==> config.mk <==
export PLATFORM = sky130hd
export DESIGN_NAME = rf_access_arbiter
export DESIGN_NICKNAME = d
export VERILOG_FILES = /design/src/rtl/rf_arb_pkg.sv /design/src/rtl/rf_access_arbiter_rr_pick.sv /design/src/rtl/rf_access_arbiter.sv
export SDC_FILE = /design/constraint.sdc
export NUM_CORES = 1
export LEC_CHECK = 0
export CORE_MARGIN = 2
export CORE_UTILIZATION = 35
export DETAILED_ROUTE_END_ITERATION = 10
export PLACE_DENSITY_LB_ADDON = 0.3
export SETUP_SLACK_MARGIN = 0.15
export SLEW_MARGIN = 5
export SYNTH_ARGS = -nofsm -noshare
export SYNTH_HDL_FRONTEND = slang
export SYNTH_HIERARCHICAL = 1
export SYNTH_SLANG_ARGS = --single-unit
==> constraint.sdc <==
create_clock -name clk -period 1.8 [get_ports clk]
set_clock_uncertainty 0.1 [all_clocks]
set_input_delay 0.27 -clock clk [delete_from_list [all_inputs] [get_ports clk]]
set_output_delay 0.27 -clock clk [all_outputs]
set_load 0.05 [all_outputs]
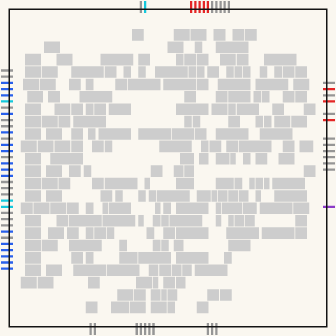
(images/pinout.png)
Pins as bars across the die edge, other pins in gray.
legend:
  red:
    port: `rf_rd_data_in`
    pins: 8
    direction: input
    edge: 5 top, 3 right
  cyan:
    port: `rf_addr_out`
    pins: 4
    direction: output
    edge: 3 left, 1 top
  purple:
    port: `reset`
    pins: 1
    direction: input
    edge: right
  blue:
    port: `req_wr_data_in`
    pins: 16
    direction: input
    edge: left
all pins by edge: 33 left, 13 right, 12 top, 10 bottom
PortBufs: 67
Die Span X: 69.4 um
DIE HEIGHT: 69.4 um

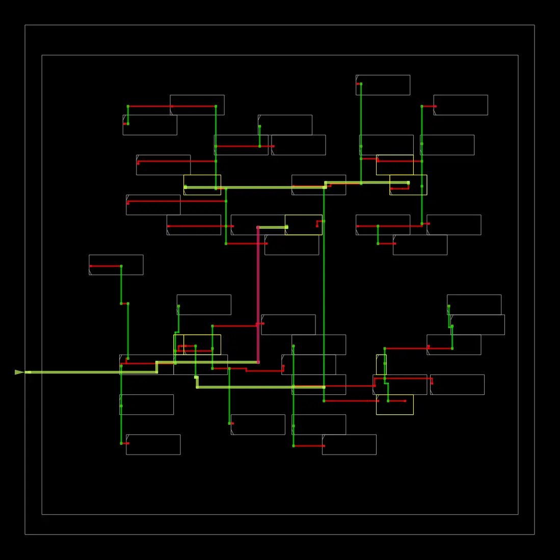
(images/clock_nets.png)
Flop Count: 36
Clk Latency, worst-skew pair: 280 ps
CLK BUF: 8
# clock sinks: 36
Clk. pwr: 0.578 mW

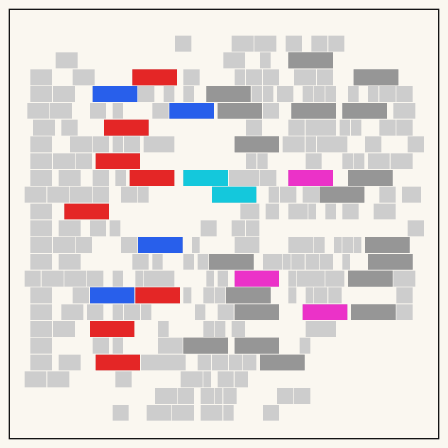
(images/ff_map.png)
legend:
  red:
    signal: `rf_wr_data_out`
    flops: 8
  cyan:
    signal: `state_q`
    flops: 2
  blue:
    signal: `rf_addr_out`
    flops: 4
  magenta:
    signal: `cnt_q`
    flops: 3
Seq/total area: 31.6%
Flop+latch power: 0.901 mW

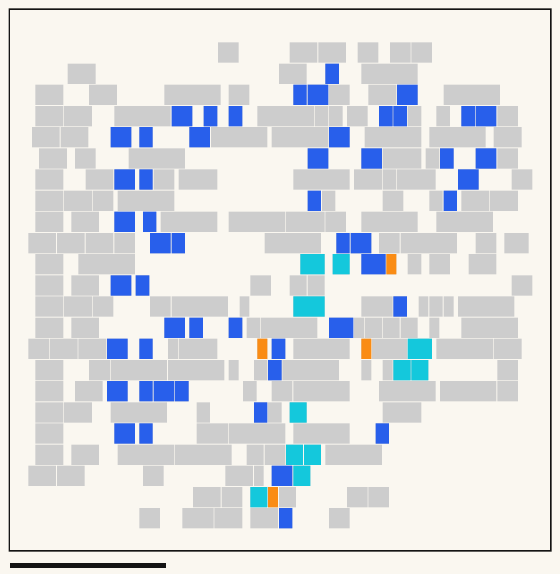
(images/gates.png)
The bar under the picture is 20 um long.
legend:
  cyan:
    family: and/or cells
    cells: 11
    most_used: and3_1
  orange:
    family: inv cells
    cells: 4
    most_used: inv_1
  blue:
    family: aoi and oai cells
    cells: 52
    most_used: a21oi_1
Top cell excl fill/tap: clkdlybuf4s50_1
Post-Layout Cell Count: 282

==> results.sh <==
# implementation run metrics
export IMPL_critPathLaunchType="input pin"
export IMPL_grtUsageTotal_pct=15.0
export IMPL_cp_slowest_cell="clkdlybuf4s50_1"
export IMPL_path_buffers=1
export IMPL_ys_cells=161
export IMPL_p_seq_share_pct=42.8
export IMPL_drc=0
export IMPL_post_drt_wl_per_cell_um=12.3
export IMPL_cp_end_kind="flop"
export IMPL_largest_cell_class="flip-flops and latches"
export IMPL_slowest_delay_ps=500
export IMPL_yosysTopAreaCellShare_pct=48.2
export IMPL_clk_pin_slew_worst_paths_ps=60
export IMPL_fp_util_pct=36.9
export IMPL_antenna_cells=0
export IMPL_chip_area_um2=4810
export IMPL_register_area_um2=721
export IMPL_pin_count=68
export IMPL_drtPass1Iterations=4
export IMPL_antenna_found_initial=0
export IMPL_tns_ps=0
export IMPL_syn_nets=201
export IMPL_min_period_ps=1560
export IMPL_nNetsFinal=271
export IMPL_switchingPower_mw=0.674
export IMPL_syn_cell_area_um2=1500
export IMPL_placedCellCount=274
export IMPL_tool_warnings=26
export IMPL_slew_headroom_pct=62.0
export IMPL_drt_iter0_drc=50
export IMPL_p_comb_share_pct=29.8
export IMPL_vias=1380
export IMPL_reg2reg_slack_ps=320
export IMPL_outcome="finished clean"
export IMPL_synth_area_yosys_um2=1500
export IMPL_drv_slew=0
export IMPL_logic_gate_count=108
export IMPL_drive_above_1_share_pct=21.1
export IMPL_min_path_type="flop to flop"
export IMPL_ys_flops=36
export IMPL_ys_async_sr_fraction_pct=0
export IMPL_most_common_cell="dfxtp_1"
export IMPL_p_total_mw=2.11
export IMPL_peakVddDrop_mv=0.418
export IMPL_grt_pass1_wl_mm=5.84
export IMPL_comb_area_um2=706
export IMPL_grt_pass1_vias=1328
export IMPL_dpl_hpwl_mm=2.63
export IMPL_holdPathStages=2
export IMPL_p_sw_share_pct=32.0
export IMPL_gp_congestion=0.791
export IMPL_yosys_area_top_type="dfxtp_1"
export IMPL_clkCellAreaFrac_pct=3.96
export IMPL_fill_cells=370
export IMPL_rows=23
export IMPL_cp_max_fo=4
export IMPL_p_clk_share_pct=27.5
export IMPL_worst_slack_ps=238
export IMPL_cellInternalPower_mw=1.43
export IMPL_cts_tree="done"
export IMPL_cts_root_buf="clkbuf_8"
export IMPL_worst_slew_pin_slew_ps=570
export IMPL_num_tap_cells=50
export IMPL_nNonClkInverters=4
export IMPL_core_um2=4060
export IMPL_holdWs_ps=366
export IMPL_top_cells_by_area="dfxtp_1 48%, a21oi_1 8.0%, mux2i_1 8.0%"
export IMPL_cp_depth=5
export IMPL_grt_overflow_total=0
export IMPL_avgSynthCellArea_um2=9.29
export IMPL_wl_mm=3.47
export IMPL_buf_share_pct=30.0
export IMPL_fin_area_um2=2280
export IMPL_worstPathArrival_ps=1640
==> layer usage <==
layer / GRT usage, % / part of all wire (%) / vias up
li1: - / - / 727
met1: 17.8 / 46 / 600
met2: 24.0 / 45 / 51
met3: 6.98 / 8.8 / 2
met4: 4.58 / 0.52 / 0
met5: 0 / 0 / -
==> layout by cell type, fill, tap and decap left out, types with 3 or more instances in the layout <==
| cell type | synthesis | routed |
|---|---|---|
| clkdlybuf4s50_1 | 0 | 38 |
| a211oi_1 | 12 | 12 |
| nor3_1 | 5 | 5 |
| nor2_1 | 6 | 5 |
| dfxtp_1 | 36 | 36 |
| clkbuf_8 | 0 | 6 |
| mux2i_1 | 12 | 12 |
| a21oi_1 | 24 | 24 |
| buf_4 | 0 | 35 |
| inv_1 | 3 | 3 |
| nand3_1 | 10 | 10 |
| and3_1 | 3 | 3 |
| nand2_1 | 3 | 3 |
| a22oi_1 | 8 | 8 |
| nand2b_1 | 4 | 4 |
==> cell families after synthesis <==
group | synth area share [%]
compound gates | 22.3
fa+ha+maj | 0.836
buf+inv | 4.85
flops | 48.2
mux | 8.78
simple gates | 15.1
==> timing repair <==
action | 4_1_cts | 5_1_grt
resized | 2 | 1
setup buffers | 0 | 0
setup endpoints to repair | 16 | 1
==> worst reg2reg max path, delay by kind of cell, from the launching register on <==
kind,cells,cell delay [ps]
mux,1,400
simple gates,2,400
flops,1,330
compound gates,1,150
==> power groups by stage <==
stage / clock [mW] / sequential [mW] / combinational (mW)
CTS: 0.593 / 0.902 / 0.631
floorplan: 0 / 1.09 / 0.222
detailed placement: 0 / 0.919 / 0.628
global route: 0.642 / 0.909 / 0.672
global placement: 0 / 0.917 / 0.627
finish: 0.578 / 0.901 / 0.627
Power is estimated from default activity; no workload was simulated.
